File: src/rtl/hist_pkg.sv
// Shared types for the ping-pong histogram: read-bank state encoding and
// the bin-index width helper used by every file in this slice.
package hist_pkg;

  typedef enum logic [1:0] {
    RDB_EMPTY    = 2'd0,
    RDB_FULL     = 2'd1,
    RDB_CLEARING = 2'd2
  } rdb_state_t;

  function automatic int bin_w(input int num_bins);
    return (num_bins <= 2) ? 1 : $clog2(num_bins);
  endfunction

endpackage

File: src/rtl/hist_pingpong_if.sv
// Pixel stream and histogram read port of hist_pingpong.
// Handshake: a pixel transfers on a rising edge where pix_valid and pix_ready
// are both high; pix_last is qualified by pix_valid. rd_en and rd_release are
// single-cycle requests with no ready; rd_data is valid only while rd_valid=1.
interface hist_pingpong_if #(
  parameter int PIX_W    = 8,
  parameter int NUM_BINS = 16,
  parameter int CNT_W    = 16
);
  localparam int BIN_W = hist_pkg::bin_w(NUM_BINS);

  logic             pix_valid;
  logic [PIX_W-1:0] pix_data;
  logic             pix_last;
  logic             pix_ready;
  logic             hist_ready;
  logic             rd_en;
  logic [BIN_W-1:0] rd_addr;
  logic             rd_valid;
  logic [CNT_W-1:0] rd_data;
  logic             rd_release;
  logic             rd_sat;
  logic [31:0]      rd_pixels;

  modport master (
    output pix_valid, pix_data, pix_last, rd_en, rd_addr, rd_release,
    input  pix_ready, hist_ready, rd_valid, rd_data, rd_sat, rd_pixels
  );

  modport slave (
    input  pix_valid, pix_data, pix_last, rd_en, rd_addr, rd_release,
    output pix_ready, hist_ready, rd_valid, rd_data, rd_sat, rd_pixels
  );

endinterface

File: src/rtl/hist_bank.sv
// One bank of NUM_BINS saturating bin counters with an increment port,
// a one-bin-per-cycle clear port and a registered read port.
module hist_bank
  import hist_pkg::*;
#(
  parameter int NUM_BINS = 16,
  parameter int CNT_W    = 16,
  parameter int BIN_W    = bin_w(NUM_BINS)
) (
  input  logic             clk,
  input  logic             reset,
  input  logic             inc_en,
  input  logic [BIN_W-1:0] inc_bin,
  output logic             inc_sat,
  input  logic             clr_en,
  input  logic [BIN_W-1:0] clr_bin,
  input  logic             rd_en,
  input  logic [BIN_W-1:0] rd_addr,
  output logic [CNT_W-1:0] rd_data
);

  localparam logic [CNT_W-1:0] CNT_MAX = '1;

  logic [CNT_W-1:0] cnt [NUM_BINS];
  logic             at_max;

  assign at_max  = (cnt[inc_bin] == CNT_MAX);
  // Flags an increment that was blocked because the bin is already full.
  assign inc_sat = inc_en && at_max;

  always_ff @(posedge clk) begin
    if (reset) begin
      for (int i = 0; i < NUM_BINS; i++) begin
        cnt[i] <= '0;
      end
      rd_data <= '0;
    end else begin
      if (clr_en) begin
        cnt[clr_bin] <= '0;
      end else if (inc_en && !at_max) begin
        cnt[inc_bin] <= cnt[inc_bin] + 1'b1;
      end
      if (rd_en) begin
        rd_data <= cnt[rd_addr];
      end
    end
  end

endmodule

File: src/rtl/hist_pingpong.sv
// Ping-pong histogram: one bank accumulates the incoming frame while the other
// holds the previous frame for readout, then is swept clear and swapped in.
module hist_pingpong
  import hist_pkg::*;
#(
  parameter int PIX_W    = 8,
  parameter int NUM_BINS = 16,
  parameter int CNT_W    = 16
) (
  input  logic            clk,
  input  logic            reset,
  hist_pingpong_if.slave  bus,
  output rdb_state_t      dbg_state
);

  localparam int BIN_W = bin_w(NUM_BINS);
  localparam logic [BIN_W-1:0] LAST_BIN = BIN_W'(NUM_BINS - 1);

  rdb_state_t       state_q, state_d;
  logic             ptr_q, ptr_d;
  logic             pend_q, pend_d;
  logic [BIN_W-1:0] clr_idx_q, clr_idx_d;

  logic             acc_sat_q, rd_sat_q;
  logic [31:0]      acc_pix_q, rd_pix_q;
  logic             rd_valid_q, rd_bank_q;

  logic             accept, frame_end, clear_done, swap_req, do_swap, rd_fire;
  logic [BIN_W-1:0] pix_bin;
  logic             inc_sat0, inc_sat1, acc_inc_sat;
  logic [CNT_W-1:0] rdata0, rdata1;
  logic             acc_sat_nx;
  logic [31:0]      acc_pix_nx;
  logic             unused_pix;

  assign accept     = bus.pix_valid && bus.pix_ready;
  assign pix_bin    = bus.pix_data[PIX_W-1 -: BIN_W];
  assign unused_pix = ^bus.pix_data;
  assign frame_end  = accept && bus.pix_last;
  assign clear_done = (state_q == RDB_CLEARING) && (clr_idx_q == LAST_BIN);
  // A swap waits for the read bank to be empty, including the edge that empties it.
  assign swap_req   = pend_q || frame_end;
  assign do_swap    = swap_req && ((state_q == RDB_EMPTY) || clear_done);
  assign rd_fire    = bus.rd_en && (state_q == RDB_FULL);

  always_ff @(posedge clk) begin
    if (reset) begin
      state_q   <= RDB_EMPTY;
      ptr_q     <= 1'b0;
      pend_q    <= 1'b0;
      clr_idx_q <= '0;
    end else begin
      state_q   <= state_d;
      ptr_q     <= ptr_d;
      pend_q    <= pend_d;
      clr_idx_q <= clr_idx_d;
    end
  end

  always_comb begin
    state_d   = state_q;
    ptr_d     = ptr_q;
    clr_idx_d = clr_idx_q;
    pend_d    = swap_req && !do_swap;
    case (state_q)
      RDB_FULL: begin
        if (bus.rd_release) begin
          state_d   = RDB_CLEARING;
          clr_idx_d = '0;
        end
      end
      RDB_CLEARING: begin
        clr_idx_d = clr_idx_q + 1'b1;
        if (clear_done) begin
          state_d = RDB_EMPTY;
        end
      end
      default: ;
    endcase
    if (do_swap) begin
      state_d = RDB_FULL;
      ptr_d   = ~ptr_q;
    end
  end

  // ptr_q names the accumulate bank; the other bank is the read bank.
  assign acc_inc_sat = ptr_q ? inc_sat1 : inc_sat0;
  assign acc_sat_nx  = acc_sat_q | acc_inc_sat;
  assign acc_pix_nx  = acc_pix_q + 32'(accept);

  always_ff @(posedge clk) begin
    if (reset) begin
      acc_sat_q  <= 1'b0;
      acc_pix_q  <= '0;
      rd_sat_q   <= 1'b0;
      rd_pix_q   <= '0;
      rd_valid_q <= 1'b0;
      rd_bank_q  <= 1'b0;
    end else begin
      if (do_swap) begin
        rd_sat_q  <= acc_sat_nx;
        rd_pix_q  <= acc_pix_nx;
        acc_sat_q <= 1'b0;
        acc_pix_q <= '0;
      end else begin
        acc_sat_q <= acc_sat_nx;
        acc_pix_q <= acc_pix_nx;
      end
      rd_valid_q <= rd_fire;
      if (rd_fire) begin
        rd_bank_q <= ~ptr_q;
      end
    end
  end

  hist_bank #(.NUM_BINS(NUM_BINS), .CNT_W(CNT_W), .BIN_W(BIN_W)) u_bank0 (
    .clk     (clk),
    .reset   (reset),
    .inc_en  (accept && !ptr_q),
    .inc_bin (pix_bin),
    .inc_sat (inc_sat0),
    .clr_en  ((state_q == RDB_CLEARING) && ptr_q),
    .clr_bin (clr_idx_q),
    .rd_en   (rd_fire && ptr_q),
    .rd_addr (bus.rd_addr),
    .rd_data (rdata0)
  );

  hist_bank #(.NUM_BINS(NUM_BINS), .CNT_W(CNT_W), .BIN_W(BIN_W)) u_bank1 (
    .clk     (clk),
    .reset   (reset),
    .inc_en  (accept && ptr_q),
    .inc_bin (pix_bin),
    .inc_sat (inc_sat1),
    .clr_en  ((state_q == RDB_CLEARING) && !ptr_q),
    .clr_bin (clr_idx_q),
    .rd_en   (rd_fire && !ptr_q),
    .rd_addr (bus.rd_addr),
    .rd_data (rdata1)
  );

  assign bus.pix_ready  = !pend_q;
  assign bus.hist_ready = (state_q == RDB_FULL);
  assign bus.rd_valid   = rd_valid_q;
  assign bus.rd_data    = rd_valid_q ? (rd_bank_q ? rdata1 : rdata0) : '0;
  assign bus.rd_sat     = rd_sat_q;
  assign bus.rd_pixels  = rd_pix_q;
  assign dbg_state      = state_q;

endmodule

File: src/flat_wrapper.sv
// flat-port wrapper written by rule: the top's interface ports become plain ports
module hist_pingpong_flat import hist_pkg::*;
#(
  parameter int PIX_W    = 8,
  parameter int NUM_BINS = 16,
  parameter int CNT_W    = 16
)
  (clk, reset, dbg_state, bus_pix_valid, bus_pix_data, bus_pix_last, bus_rd_en, bus_rd_addr, bus_rd_release, bus_pix_ready, bus_hist_ready, bus_rd_valid, bus_rd_data, bus_rd_sat, bus_rd_pixels);
  hist_pingpong_if #(.PIX_W(PIX_W), .NUM_BINS(NUM_BINS), .CNT_W(CNT_W)) bus_i ();
  input  logic clk;
  input  logic reset;
  output rdb_state_t dbg_state;
  input wire logic [$bits(bus_i.pix_valid)-1:0] bus_pix_valid;
  input wire logic [$bits(bus_i.pix_data)-1:0] bus_pix_data;
  input wire logic [$bits(bus_i.pix_last)-1:0] bus_pix_last;
  input wire logic [$bits(bus_i.rd_en)-1:0] bus_rd_en;
  input wire logic [$bits(bus_i.rd_addr)-1:0] bus_rd_addr;
  input wire logic [$bits(bus_i.rd_release)-1:0] bus_rd_release;
  output wire logic [$bits(bus_i.pix_ready)-1:0] bus_pix_ready;
  output wire logic [$bits(bus_i.hist_ready)-1:0] bus_hist_ready;
  output wire logic [$bits(bus_i.rd_valid)-1:0] bus_rd_valid;
  output wire logic [$bits(bus_i.rd_data)-1:0] bus_rd_data;
  output wire logic [$bits(bus_i.rd_sat)-1:0] bus_rd_sat;
  output wire logic [$bits(bus_i.rd_pixels)-1:0] bus_rd_pixels;
  assign bus_i.pix_valid = bus_pix_valid;
  assign bus_i.pix_data = bus_pix_data;
  assign bus_i.pix_last = bus_pix_last;
  assign bus_i.rd_en = bus_rd_en;
  assign bus_i.rd_addr = bus_rd_addr;
  assign bus_i.rd_release = bus_rd_release;
  assign bus_pix_ready = bus_i.pix_ready;
  assign bus_hist_ready = bus_i.hist_ready;
  assign bus_rd_valid = bus_i.rd_valid;
  assign bus_rd_data = bus_i.rd_data;
  assign bus_rd_sat = bus_i.rd_sat;
  assign bus_rd_pixels = bus_i.rd_pixels;
  hist_pingpong #(.PIX_W(PIX_W), .NUM_BINS(NUM_BINS), .CNT_W(CNT_W)) u_core (.clk(clk), .reset(reset), .bus(bus_i), .dbg_state(dbg_state));
endmodule
File: config.mk
export PLATFORM = sky130hd
export DESIGN_NAME = hist_pingpong_flat
export DESIGN_NICKNAME = d
export VERILOG_FILES = /design/src/rtl/hist_pkg.sv /design/src/rtl/hist_pingpong_if.sv /design/src/rtl/hist_bank.sv /design/src/rtl/hist_pingpong.sv /design/src/flat_wrapper.sv
export SDC_FILE = /design/constraint.sdc
export NUM_CORES = 1
export LEC_CHECK = 0
export ABC_AREA = 0
export CORE_MARGIN = 2
export CORE_UTILIZATION = 30
export CTS_CLUSTER_DIAMETER = 80
export CTS_CLUSTER_SIZE = 30
export DETAILED_ROUTE_END_ITERATION = 8
export SLEW_MARGIN = 0
export SYNTH_ARGS = -nofsm -noshare
export SYNTH_HDL_FRONTEND = slang
export SYNTH_SLANG_ARGS = --single-unit
export TNS_END_PERCENT = 20
File: constraint.sdc
create_clock -name clk -period 11.6 [get_ports clk]
set_clock_uncertainty 0.1 [all_clocks]
set_input_delay 2.32 -clock clk [delete_from_list [all_inputs] [get_ports clk]]
set_output_delay 2.32 -clock clk [all_outputs]
set_load 0.02 [all_outputs]
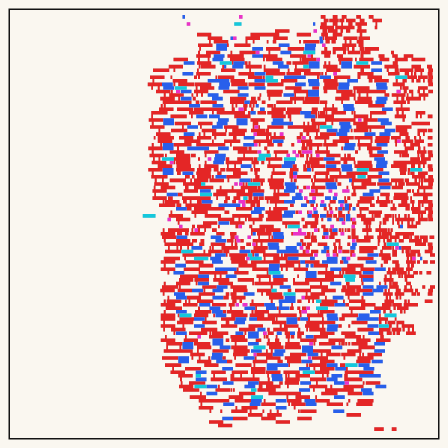
drive_strength.png
- red: drive 1 or less (cells 1893)
- cyan: drive 6 and up (cells 46)
- magenta: drive 3 to 4 (cells 88)
- blue: drive 2 (cells 339)
PnR worst setup slack: 4.09 ns
design area: 34500 µm²

==> flow_summary.yaml <==
# generated from flow reports
outcome:
  status: "completed"
synth:
  ys_cells: 2367
  yosysTopAreaCell: "edfxtp_1"
  ys.flop_type: "edfxtp_1"
  ys_chip_area_um2: 31400
  top_cells_by_count: "nor2_1, edfxtp_1, mux4_2, nand2_1, dfxtp_1"
  avgSynthCellArea_um2: 13.3
  ys_warn_count: 0
  yosysMostFrequentCell: "nor2_1"
  synth_area_um2: 31400
setup_path:
  r2r_start: "u_core.u_bank0.cnt[10][0]$_SDFFCE_PN0P_"
  worstPathCellList: "buf_8, buf_4, mux4_2, mux4_2, ha_1, and4_1, o21ai_1, nor4_2, a2111oi_4, buf_4, a211o_1, o21a_1, buf_4"
  rr_endpoint: "u_core.u_bank0.cnt[15][11]$_SDFFCE_PN0P_"
  criticalPathCategory: "input pin to flip-flop"
  arrival_ns: 7.74
  end_kind: "flip-flop"
  crit_fanout: 71
  crit_top_cell: "buf_4"
  slowest_stage: "o21a_1"
  ff2ff_path_depth: 11
  cp-startpoint: "bus_pix_data[4]"
  path_depth: 13
  slowest_delay_ns: 0.63
cells_and_area:
  layout_top_cells: "nor2_1, edfxtp_1, mux4_2, nand2_1, dfxtp_1"
  final.clkbuf_count: 33
  fin_cells: 3746
  seq_cells: 620
  inverters_excl_clock: 8
  buf_share: 0.0355
  combGateArea_um2: 13000
  num_antenna_cells: 0
  num-fill-cells: 10207
  seq_area_um2: 17500
  largest_class: "flip-flops and latches"
power:
  fin_total_pwr_uw: 4650
  p_leak_uw: 0.0110
routing:
  postRouteAntennaNets: 0
  drt_iter0_markers: 2362
  wl_per_cell_um: 24.9
  viasPerCell: 5.44
  wl_met1_um: 36900
  route.detailed.drc: 0
  vias: 20374
  dr.pass1.iters: 5
  dr_wl_met3_um: 8330
  wl_met2_um: 45800
clock_tree:
  cts_resized: 0
  post_cts_buffers: 0
  clock_path_buffers: 3
  clk_latency_ns: 0.64
  cts_root_buf: "clkbuf_16"
grt:
  grt_pass1_vias: 20262
  grtUsageMet3: 0.0285
  grt_max_degree: 82
  gr-usage-met2: 0.291
  grt_pass1_wl_um: 137000
run:
  tool_warnings: 32
  max-cap-violations: 0
place:
  pre_cts_ws_ns: 3.39
  post-dp-hpwl_um: 56300
  io_buffer_count: 67
min_path:
  holdCritPathClass: "flip-flop to flip-flop"
  min_delay_worst_endpoint: "u_core.u_bank1.rd_data[10]$_SDFFE_PP0P_"
final_timing:
  hold_slack_ns: 0.362
  setup_viol: 0
  fin_crit_ns: 7.51
  setup_tns_ns: 0
floorplanning:
  initCoreUtil: 0.303
  ios: 72
  die-width_um: 328
  taps: 1380
  core_um2: 104000
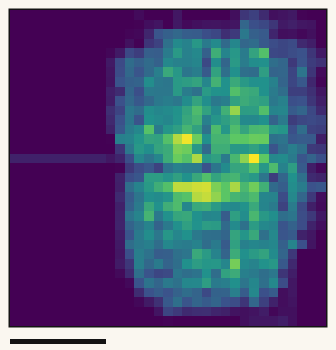
wire_density.png
Bar = 100 µm. The die is cut into 33 by 33 equal tiles; dark purple is low, yellow is high, scaled to the fullest tile. Values are wire area over tile area, all layers added.
- mean over tiles: 0.14
- fullest tile: 0.62
- emptiest ninth of the die: south-west
- nearly empty tiles: 39%
- densest ninth of the die: center
- tiles over half the peak: 16%
final WL: 93200 µm
GRT Overall Usage: 0.171

==> registers in the layout (all words and copies together) (netlist names), 2 cells and up <==
signal	cells
u_core.u_bank1.cnt	256
u_core.acc_pix_q	32
u_core.u_bank0.cnt	256
u_core.dbg_state	2
u_core.bus.rd_pixels	32
u_core.u_bank0.rd_data	16
u_core.clr_idx_q	4
u_core.u_bank1.rd_data	16
==> power breakdown <==
group	internal, µW	total, µW	switching (µW)	leakage (µW)
registers	2530	2600	66.1	0.00605
logic	276	741	465	0.00447
clock network	531	1310	778	0.000488
total	3340	4650	1310	0.0110
==> cell families after synthesis <==
family	after synthesis	synth area share
compound gates	201	0.0418
fa+ha+maj	8	0.00319
flops	620	0.558
xor+xnor	50	0.0151
buf+inv	205	0.0328
mux	334	0.218
simple gates	949	0.131
No activity file was given, so power comes from the tool's default toggle rates.
